### config.mk
export PLATFORM = sky130hd
export DESIGN_NAME = sram22_64x24_arbiter
export DESIGN_NICKNAME = d
export VERILOG_FILES = /design/src/rtl/sram22_64x24_arbiter.sv
export SDC_FILE = /design/constraint.sdc
export NUM_CORES = 1
export LEC_CHECK = 0
export CELL_PAD_IN_SITES_DETAIL_PLACEMENT = 1
export CELL_PAD_IN_SITES_GLOBAL_PLACEMENT = 1
export CORE_MARGIN = 3
export CORE_UTILIZATION = 13
export DETAILED_ROUTE_END_ITERATION = 12
export PLACE_DENSITY = 0.79
export SLEW_MARGIN = 20
export SYNTH_ARGS = -nofsm -noshare
export SYNTH_HDL_FRONTEND = slang
export SYNTH_SLANG_ARGS = --single-unit
### constraint.sdc
create_clock -name clk -period 2.4 [get_ports clk]
set_clock_uncertainty 0.1 [all_clocks]
set_input_delay 0.72 -clock clk [delete_from_list [all_inputs] [get_ports clk]]
set_output_delay 0.72 -clock clk [all_outputs]
set_load 0.05 [all_outputs]
### src/rtl/sram22_64x24_arbiter.sv
// sram22_64x24_arbiter
//   Two-port round-robin front end for the 64x24 single-port SRAM22 macro.
//   After every reset the whole array is zero-filled (one word per cycle), then
//   requesters A and B share the macro through valid/ready command handshakes.
//   Every accepted command (read or write) gets a one-cycle response pulse on its
//   own port exactly one cycle after acceptance.
//
// Ports
//   clk, rst                         clock, synchronous active-high reset
//   {a,b}_req_valid/ready            command handshake (accepted on valid & ready)
//   {a,b}_req_we/addr/wdata          command: 1 = write, word address, write data
//   {a,b}_rsp_valid/rdata            completion pulse, read data (0 for writes)
//   init_done                        high once the zero-fill has completed
//   sram_we/wmask/addr/din           macro inputs (this block is their only driver)
//   sram_dout                        macro read data (valid the cycle after a read)

module sram22_64x24_arbiter #(
  parameter int unsigned DATA_WIDTH = 24,
  parameter int unsigned ADDR_WIDTH = 6
) (
  input  logic                  clk,
  input  logic                  rst,
  input  logic                  a_req_valid,
  output logic                  a_req_ready,
  input  logic                  a_req_we,
  input  logic [ADDR_WIDTH-1:0] a_req_addr,
  input  logic [DATA_WIDTH-1:0] a_req_wdata,
  input  logic                  b_req_valid,
  output logic                  b_req_ready,
  input  logic                  b_req_we,
  input  logic [ADDR_WIDTH-1:0] b_req_addr,
  input  logic [DATA_WIDTH-1:0] b_req_wdata,
  output logic                  a_rsp_valid,
  output logic [DATA_WIDTH-1:0] a_rsp_rdata,
  output logic                  b_rsp_valid,
  output logic [DATA_WIDTH-1:0] b_rsp_rdata,
  output logic                  init_done,
  output logic                  sram_we,
  output logic                  sram_wmask,
  output logic [ADDR_WIDTH-1:0] sram_addr,
  output logic [DATA_WIDTH-1:0] sram_din,
  input  logic [DATA_WIDTH-1:0] sram_dout
);

  typedef enum logic {StInit, StServe} state_e;

  localparam logic [ADDR_WIDTH-1:0] LastAddr = {ADDR_WIDTH{1'b1}};

  state_e                r_state, w_state_next;
  logic [ADDR_WIDTH-1:0] r_cnt, w_cnt_next;
  logic                  r_ptr, w_ptr_next;         // 0 = A has priority, 1 = B
  logic                  r_rsp_valid, w_rsp_valid_next;
  logic                  r_rsp_port, w_rsp_port_next; // 0 = A, 1 = B
  logic                  r_rsp_we, w_rsp_we_next;
  logic                  w_grant_a, w_grant_b;

  always_ff @(posedge clk) begin
    if (rst) begin
      r_state     <= StInit;
      r_cnt       <= '0;
      r_ptr       <= 1'b0;
      r_rsp_valid <= 1'b0;
      r_rsp_port  <= 1'b0;
      r_rsp_we    <= 1'b0;
    end else begin
      r_state     <= w_state_next;
      r_cnt       <= w_cnt_next;
      r_ptr       <= w_ptr_next;
      r_rsp_valid <= w_rsp_valid_next;
      r_rsp_port  <= w_rsp_port_next;
      r_rsp_we    <= w_rsp_we_next;
    end
  end

  always_comb begin
    w_state_next     = r_state;
    w_cnt_next       = r_cnt;
    w_ptr_next       = r_ptr;
    w_rsp_valid_next = 1'b0;
    w_rsp_port_next  = 1'b0;
    w_rsp_we_next    = 1'b0;
    w_grant_a        = 1'b0;
    w_grant_b        = 1'b0;
    a_req_ready      = 1'b0;
    b_req_ready      = 1'b0;
    init_done        = 1'b0;
    sram_we          = 1'b0;
    sram_wmask       = 1'b0;
    sram_addr        = '0;
    sram_din         = '0;

    // While rst is high the macro is kept idle and nothing is granted.
    if (!rst) begin
      unique case (r_state)
        StInit: begin
          sram_we    = 1'b1;
          sram_wmask = 1'b1;
          sram_addr  = r_cnt;
          w_cnt_next = r_cnt + 1'b1;
          if (r_cnt == LastAddr) w_state_next = StServe;
        end
        StServe: begin
          init_done = 1'b1;
          w_grant_a = a_req_valid & (~b_req_valid | ~r_ptr);
          w_grant_b = b_req_valid & (~a_req_valid | r_ptr);
          if (w_grant_a) begin
            a_req_ready      = 1'b1;
            sram_we          = a_req_we;
            sram_wmask       = 1'b1;
            sram_addr        = a_req_addr;
            sram_din         = a_req_wdata;
            w_rsp_valid_next = 1'b1;
            w_rsp_port_next  = 1'b0;
            w_rsp_we_next    = a_req_we;
            w_ptr_next       = 1'b1;
          end else if (w_grant_b) begin
            b_req_ready      = 1'b1;
            sram_we          = b_req_we;
            sram_wmask       = 1'b1;
            sram_addr        = b_req_addr;
            sram_din         = b_req_wdata;
            w_rsp_valid_next = 1'b1;
            w_rsp_port_next  = 1'b1;
            w_rsp_we_next    = b_req_we;
            w_ptr_next       = 1'b0;
          end
        end
        default: ;
      endcase
    end
  end

  // Responses: in-flight entries are suppressed while rst is high, and write
  // completions return zero so the macro's undefined write-cycle output never leaks.
  always_comb begin
    a_rsp_valid = ~rst & r_rsp_valid & ~r_rsp_port;
    b_rsp_valid = ~rst & r_rsp_valid & r_rsp_port;
    a_rsp_rdata = (a_rsp_valid && !r_rsp_we) ? sram_dout : '0;
    b_rsp_rdata = (b_rsp_valid && !r_rsp_we) ? sram_dout : '0;
  end

endmodule

Selected gate families:
Scale bar: 20 um.
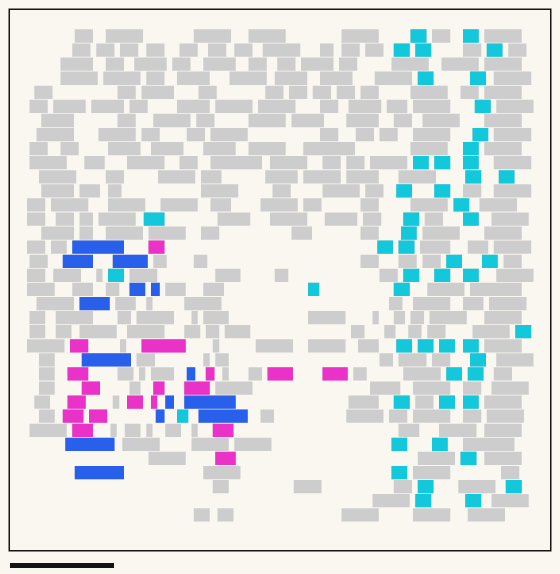
NAND gates: drawn in magenta, cells 18, most used nand2_4. AND and OR gates: drawn in cyan, cells 52, most used and2_4, where a vertical strip on the right. inverting AOI/OAI gates: drawn in blue, cells 14, most used a311oi_4.
most frequent logic cell in the layout: buf_12
Finished Layout Cells: 495
share of cell area taken by multi-input logic gates: 29.5%

Clock wiring as the flow saved it:
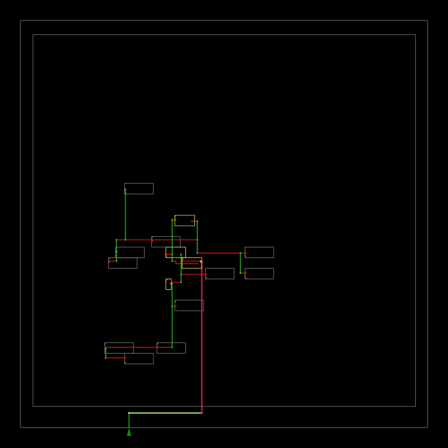
CTS Sinks: 11
clock tree buffer count of the final layout: 4
Num CTS Buffers: 3
power in the clock group: 0.000185 W

Wire density map:
21 x 21 tiles, from dark blue (low) to red (high), scaled to the fullest tile. Values are wire area over tile area, all layers added.
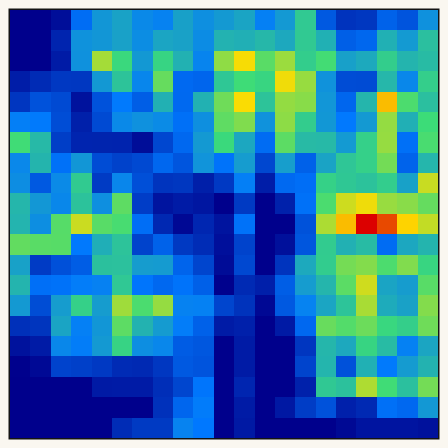
12% of the tiles are nearly empty. 15% of the tiles are over half the peak. The mean over all tiles is 0.14. The densest ninth of the die: east.
final wirelength: 9460 um
Vias: 2127
average wire per standard cell: 19.1 um
aggregate global-route resource usage: 17.0%

==> impl_metrics.json <==
{
  "met1_usage_grt_pct": 16.6,
  "topRoutingLayerUsed": "met4",
  "power.internal_w": 0.000477,
  "warnings": 29,
  "start_of_the_worst_register_to_register_path": "r_ptr",
  "failed_checks": "negative setup slack",
  "ioPinCount": 175,
  "signal_buffers": 216,
  "drc": 0,
  "detailed_place_hpwl_um": 6840,
  "grt_util_met3_pct": 5.03,
  "drt-pass1-iter-count": 4,
  "final.min_clock_period_ns": 2.70,
  "grt_pass1_vias": 2413,
  "powerSeq_w": 0.000195,
  "ys_sh_aoi_pct": 26.3,
  "global_route.usage.met2_pct": 33.8,
  "dominant-cell-class": "buffers",
  "ff_count": 11,
  "run_status": "finished with violations",
  "final_area_mm2": 0.00506,
  "core_area_mm2": 0.00933,
  "worstPathBufferInverterCount": 6,
  "synthTopLogicFamily": "simple AND/OR/NAND/NOR gates",
  "n_antenna_cell": 0,
  "clk_transition_reported_paths_ns": 0.05,
  "dp.cells": 466,
  "area.sequential_um2": 220,
  "post_synth_inst_count": 160,
  "worst-r2r-setup-slack_ns": 0.83,
  "core.rowCount": 35,
  "cp_data_arrival_time_ns": 1.88,
  "worstSetupPathDepth": 9,
  "power.clock.fraction_pct": 28.0,
  "yosys_register_bits": 11,
  "worst_r2r_path_depth": 6,
  "post_route_cells_drive_above_1_share_pct": 64.8,
  "setup_ws_ns": -0.301,
  "register_share_of_the_cell_area_pct": 4.35,
  "timing.critical_path.fanout_max": 6,
  "cts_max_level": 1,
  "top_register": "r_cnt",
  "largest_register_ffs": 6,
  "setup_violations": 81,
  "non_clock_buffer_area_share_pct": 61.8,
  "worst-endpoint-required_ns": 1.58,
  "initial_antenna_violation_count": 0,
  "yosysWarningCount": 0
}
Signal wires by layer:
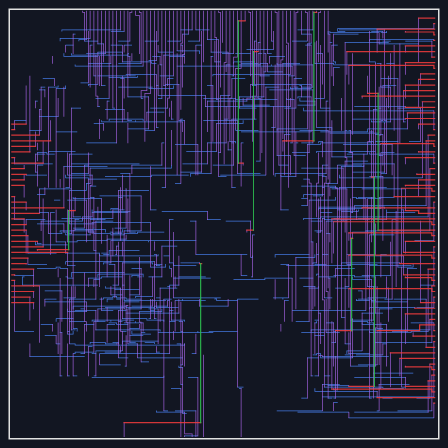
met1: drawn in blue, wire length 3150 um. met2: drawn in purple, wire length 5320 um. met3: drawn in red, wire length 736 um. met4: drawn in green, wire length 265 um.

Pin map:
Pins as bars across the die edge, other pins in gray.
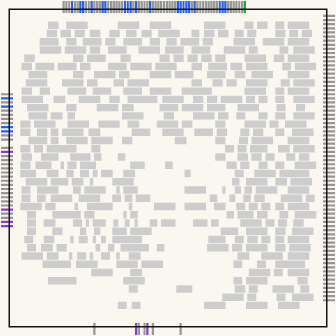
a_req_ready: drawn in green, pins 1, direction output, edge north. b_req_wdata: drawn in blue, pins 24, direction input, edge 20 north, 4 west. a_req_addr: drawn in purple, pins 6, direction input, edge 4 west, 2 south.
All pins by edge: 70 east, 66 north, 32 west, 7 south.
Vert. Die Dim: 104 um
number of I/O port buffers: 174
chip width: 104 um

No activity file was given, so power comes from the tool's default toggle rates.
